File: config.mk
export PLATFORM = sky130hd
export DESIGN_NAME = mem_arbiter
export DESIGN_NICKNAME = d
export VERILOG_FILES = /design/src/rtl/mem_arbiter_pkg.sv /design/src/rtl/mem_arbiter.sv
export SDC_FILE = /design/constraint.sdc
export NUM_CORES = 1
export LEC_CHECK = 0
export CORE_UTILIZATION = 39
export CTS_BUF_LIST = sky130_fd_sc_hd__clkbuf_8
export CTS_CLUSTER_DIAMETER = 30
export CTS_CLUSTER_SIZE = 24
export DETAILED_ROUTE_END_ITERATION = 7
export MAX_ROUTING_LAYER = met4
export PLACE_DENSITY = 0.89
export SYNTH_ARGS = -nofsm -noshare
export SYNTH_HDL_FRONTEND = slang
export SYNTH_SLANG_ARGS = --single-unit
export TNS_END_PERCENT = 100
File: constraint.sdc
create_clock -name clk -period 1.4 [get_ports clk]
set_input_delay 0.28 -clock clk [delete_from_list [all_inputs] [get_ports clk]]
set_output_delay 0.28 -clock clk [all_outputs]
set_load 0.005 [all_outputs]
File: src/rtl/mem_arbiter_pkg.sv
`default_nettype none
// ============================================================================
//  Module   : mem_arbiter_pkg
//  Purpose  : Shared state encoding and port-index constants for the
//             two-port memory arbiter.
//  Revision : 1.0 - initial release
// ============================================================================
package mem_arbiter_pkg;

   // Arbiter sequencing states; one transaction walks IDLE->ISSUE->(WAIT)->RESP
   typedef enum logic [1:0] {
      IDLE  = 2'd0,
      ISSUE = 2'd1,
      WAIT  = 2'd2,
      RESP  = 2'd3
   } state_t;

   // Requester indices (also the encoding of the owner / last-owner flags)
   localparam logic P0 = 1'b0;
   localparam logic P1 = 1'b1;

   // Latency counter width; read latency is limited to 0..7
   localparam int LAT_W = 3;

endpackage : mem_arbiter_pkg
`default_nettype wire

File: src/rtl/mem_arbiter.sv
`default_nettype none
// ============================================================================
//  Module   : mem_arbiter
//  Purpose  : Round-robin arbiter sharing one memory port between two
//             req/ack requesters, one transaction at a time, with a fixed
//             read latency. All memory-side and requester-side outputs are
//             registered.
//  Revision : 1.0 - initial release
// ============================================================================
module mem_arbiter
   import mem_arbiter_pkg::*;
#(
   parameter int ADDR_W = 8,
   parameter int DATA_W = 8,
   parameter int RD_LAT = 1
) (
   input  logic              clk,
   input  logic              reset,
   input  logic              req0,
   input  logic              we0,
   input  logic [ADDR_W-1:0] addr0,
   input  logic [DATA_W-1:0] wdata0,
   output logic              gnt0,
   output logic              ack0,
   output logic [DATA_W-1:0] rdata0,
   input  logic              req1,
   input  logic              we1,
   input  logic [ADDR_W-1:0] addr1,
   input  logic [DATA_W-1:0] wdata1,
   output logic              gnt1,
   output logic              ack1,
   output logic [DATA_W-1:0] rdata1,
   output logic [ADDR_W-1:0] mem_addr,
   output logic [DATA_W-1:0] mem_din,
   output logic              mem_write,
   input  logic [DATA_W-1:0] mem_dout
);

   // WAIT counts down from here to zero, so the total extra wait is RD_LAT
   localparam logic [LAT_W-1:0] LAT_LOAD = (RD_LAT > 0) ? LAT_W'(RD_LAT - 1) : '0;

   state_t              state_q, state_d;
   logic                owner_q, owner_d;
   logic                we_q, we_d;
   logic [LAT_W-1:0]    lat_cnt_q, lat_cnt_d;
   logic                last_owner_q, last_owner_d;
   logic                gnt0_q, gnt0_d, gnt1_q, gnt1_d;
   logic                ack0_q, ack0_d, ack1_q, ack1_d;
   logic [DATA_W-1:0]   rdata0_q, rdata0_d, rdata1_q, rdata1_d;
   logic [ADDR_W-1:0]   mem_addr_q, mem_addr_d;
   logic [DATA_W-1:0]   mem_din_q, mem_din_d;
   logic                mem_write_q, mem_write_d;

   logic                pick;
   logic                to_resp;
   logic                capture;

   // Round-robin choice: a tie goes to the port that did not own memory last
   function automatic logic pick_owner(input logic r0, input logic r1, input logic last);
      if (r0 && r1) begin
         return ~last;
      end
      return r1 ? P1 : P0;
   endfunction

   // Next-state and registered-output computation for the transaction sequencer
   always_comb begin
      state_d      = state_q;
      owner_d      = owner_q;
      we_d         = we_q;
      lat_cnt_d    = lat_cnt_q;
      last_owner_d = last_owner_q;
      gnt0_d       = gnt0_q;
      gnt1_d       = gnt1_q;
      ack0_d       = 1'b0;
      ack1_d       = 1'b0;
      rdata0_d     = rdata0_q;
      rdata1_d     = rdata1_q;
      mem_addr_d   = mem_addr_q;
      mem_din_d    = mem_din_q;
      mem_write_d  = 1'b0;
      to_resp      = 1'b0;
      capture      = 1'b0;
      pick         = pick_owner(req0, req1, last_owner_q);

      case (state_q)
         IDLE: begin
            if (req0 || req1) begin
               owner_d      = pick;
               we_d         = (pick == P1) ? we1 : we0;
               mem_addr_d   = (pick == P1) ? addr1 : addr0;
               mem_din_d    = (pick == P1) ? wdata1 : wdata0;
               mem_write_d  = (pick == P1) ? we1 : we0;
               gnt0_d       = (pick == P0);
               gnt1_d       = (pick == P1);
               last_owner_d = pick;
               state_d      = ISSUE;
            end
         end
         ISSUE: begin
            if (we_q) begin
               to_resp = 1'b1;
            end else if (RD_LAT == 0) begin
               capture = 1'b1;
               to_resp = 1'b1;
            end else begin
               lat_cnt_d = LAT_LOAD;
               state_d   = WAIT;
            end
         end
         WAIT: begin
            if (lat_cnt_q != '0) begin
               lat_cnt_d = lat_cnt_q - LAT_W'(1);
            end else begin
               capture = 1'b1;
               to_resp = 1'b1;
            end
         end
         RESP: begin
            gnt0_d  = 1'b0;
            gnt1_d  = 1'b0;
            state_d = IDLE;
         end
         default: begin
            state_d = IDLE;
         end
      endcase

      if (to_resp) begin
         state_d = RESP;
         ack0_d  = (owner_q == P0);
         ack1_d  = (owner_q == P1);
      end

      if (capture) begin
         if (owner_q == P0) begin
            rdata0_d = mem_dout;
         end else begin
            rdata1_d = mem_dout;
         end
      end
   end

   // State and output registers; reset aborts any transaction in flight
   always_ff @(posedge clk) begin
      if (reset) begin
         state_q      <= IDLE;
         owner_q      <= P0;
         we_q         <= 1'b0;
         lat_cnt_q    <= '0;
         last_owner_q <= P1;
         gnt0_q       <= 1'b0;
         gnt1_q       <= 1'b0;
         ack0_q       <= 1'b0;
         ack1_q       <= 1'b0;
         rdata0_q     <= '0;
         rdata1_q     <= '0;
         mem_addr_q   <= '0;
         mem_din_q    <= '0;
         mem_write_q  <= 1'b0;
      end else begin
         state_q      <= state_d;
         owner_q      <= owner_d;
         we_q         <= we_d;
         lat_cnt_q    <= lat_cnt_d;
         last_owner_q <= last_owner_d;
         gnt0_q       <= gnt0_d;
         gnt1_q       <= gnt1_d;
         ack0_q       <= ack0_d;
         ack1_q       <= ack1_d;
         rdata0_q     <= rdata0_d;
         rdata1_q     <= rdata1_d;
         mem_addr_q   <= mem_addr_d;
         mem_din_q    <= mem_din_d;
         mem_write_q  <= mem_write_d;
      end
   end

   assign gnt0      = gnt0_q;
   assign gnt1      = gnt1_q;
   assign ack0      = ack0_q;
   assign ack1      = ack1_q;
   assign rdata0    = rdata0_q;
   assign rdata1    = rdata1_q;
   assign mem_addr  = mem_addr_q;
   assign mem_din   = mem_din_q;
   assign mem_write = mem_write_q;

endmodule : mem_arbiter
`default_nettype wire

==> images/registers.png <==
(4 px per um) Other sequential cells in the stronger grey, the rest of the logic in the fainter grey.
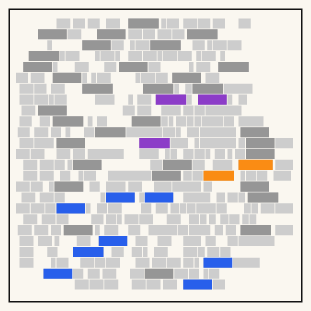
colour	signal	flops
purple	lat_cnt_q	3
blue	mem_addr	8
orange	state_q	2
not coloured	32
FF/Latch Area: 925 um2
Final Util: 0.671

==> images/pins.png <==
(6 px per um) Pins as bars across the die edge, other pins in grey.
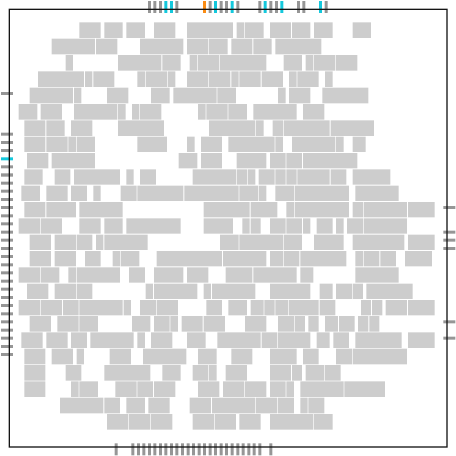
colour	port	pins	direction	edge
orange	reset	1	input	top
cyan	rdata1	8	output	7 top, 1 left
all pins by edge	29 left, 26 bottom, 22 top, 6 right
Die Wd: 72.7 um
Die H: 72.7 um
tally of buffers added on design ports: 82

==> results.json <==
{
  "status": "finished, final reports clean",
  "dieArea_um2": 5290,
  "cts.clk_slew.worst_paths_ns": 0.08,
  "cpPeakStageDelay_ns": 0.38,
  "lay_top_count": "clkdlybuf4s50_1",
  "dp_slack_ns": -0.263,
  "htree_levels": 2,
  "fin_nets": 343,
  "grt_pass1_vias": 1751,
  "mostFrequentLayoutCells": "clkdlybuf4s50_1, nor2_1, mux2i_1, dlygate4sd2_1, dfxtp_1",
  "end_kind": "flip-flop",
  "place_inst": 346,
  "fp_nets": 249,
  "ys_area_um2": 1950,
  "log.warning_count": 30,
  "hold_buffers": 0,
  "cts_tree": "built",
  "cts_buffers": 5,
  "rsz0062_at_grt": "yes",
  "gp_congestion": 0.758,
  "syn_inst": 197,
  "design_area_um2": 3190,
  "synth-main-ff-cell": "dfxtp_1",
  "synth.cellmix.simpleShare": 0.136,
  "ys_async_sr_fraction": 0,
  "grt_max_degree": 31,
  "ant_nets": 0,
  "diodes": 0,
  "place_area_um2": 2910,
  "place_hpwl_um": 3430,
  "hold_ws_ns": 0.461,
  "critPathArrivalTime_ns": 1.60,
  "worstMarginPinSlew_ns": 0.282,
  "layoutNonFillerInstCount": 359,
  "min_path_type": "flip-flop to flip-flop",
  "top_logic_kind": "multiplexers",
  "ys_sh_aoi": 0.139,
  "crit_fanout": 8,
  "via_count": 1760,
  "fin_crit_sh": 0.991,
  "synth-seq-cells": 45,
  "yosys-mux-area-fraction": 0.169,
  "grt_pass1_wl_um": 7730,
  "post_drt_via_cell_ratio": 4.90,
  "area_growth_pct": 63.5,
  "power.total_mw": 5.50,
  "drtIter0Drc": 77,
  "cp_data_required_time_ns": 1.61,
  "min_period_ns": 1.39,
  "core_area_um2": 4750,
  "power_leakage_nw": 1.53
}
==> images/final_congestion.png <==
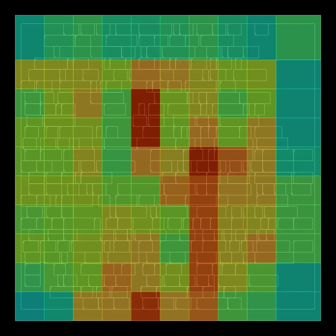
GR Util met3: 0.0456
GRT met2 Usage: 0.342
GRT Overall Usage: 0.193

-- synth_stat cells, drive strengths merged, types with 2 or more instances --
master / n / area share
nor2: 36 / 0.069
a211oi: 17 / 0.068
inv: 5 / 0.0096
nand3: 4 / 0.013
a31oi: 3 / 0.0096
ha: 6 / 0.038
clkbuf: 4 / 0.0077
a21oi: 6 / 0.015
buf: 10 / 0.038
o31ai: 2 / 0.0077
nor3: 3 / 0.0077
a22oi: 2 / 0.0077
o21ai: 5 / 0.013
nor3b: 3 / 0.012
dfxtp: 45 / 0.46
nand3b: 4 / 0.015
mux2i: 33 / 0.17
-- timing repair --
item / CTS / global route
pin swaps: 1 / 7
endpoints found under the setup margin: 71 / 38
setup buffers: 2 / 2
hold endpoints to repair: 0 / 0
gates resized: 53 / 26
gates cloned: 0 / 1
-- flip-flops by register name, summed over array words and instances (netlist names), 2 cells and up --
signal	flops
mem_addr	8
mem_din	8
rdata0	8
rdata1	8
lat_cnt_q	3
state_q	2
-- worst paths after layout --
path                              endpoint  cells after the start  slack [ns]
worst min-delay path                  gnt0                      2        0.46
worst min register to register        gnt0                      2        0.46
worst max-delay path            state_q[1]                      5        0.01
worst max register to register  state_q[1]                      5        0.01
-- worst max-delay path, delay by kind of cell, from the launching register on --
family | cells | cell delay [ns]
AND/OR/NAND/NOR | 2 | 0.54
flip-flops | 1 | 0.38
adder cells (fa/ha/maj) | 1 | 0.18
AND-OR/OR-AND | 1 | 0.15
buffers and inverters | 1 | 0.05
-- routing by layer --
| layer | GRT usage | wire length, um |
|---|---|---|
| met1 | 0.223 | 2150 |
| met2 | 0.342 | 2530 |
| met3 | 0.0456 | 229 |
| met4 | 0.0392 | 29 |
| met5 | - | 0 |
-- area by class of cell --
type,count,share of cell area
clock buffers,6,0.0259
clock inverters,2,0.0106
inverters,5,0.00667
multi-input cells,133,0.329
flip-flops and latches,45,0.290
well taps,67,0.0263
repair buffers,101,0.311
-- metrics by stage --
step	setup TNS (ns)	util
after CTS	0	0.644
final	0	0.671
after global routing	-0.490	0.671
after floorplan	0	-
after detailed placement	-6.10	0.613
after global placement	-4.45	0.613
-- logic make-up (layout without fill, tap and decap cells) --
kind of cell	after synthesis	after routing
AND-OR/OR-AND	38	38
adder cells (fa/ha/maj)	6	6
buffers and inverters	19	114
flip-flops	45	45
multiplexers	33	33
AND/OR/NAND/NOR	56	56
-- report_power, final --
group | switching (mW) | internal (mW)
Combinational | 1.19 | 1.44
Clock | 0.429 | 0.575
Sequential | 0.210 | 1.66
Total | 1.83 | 3.68
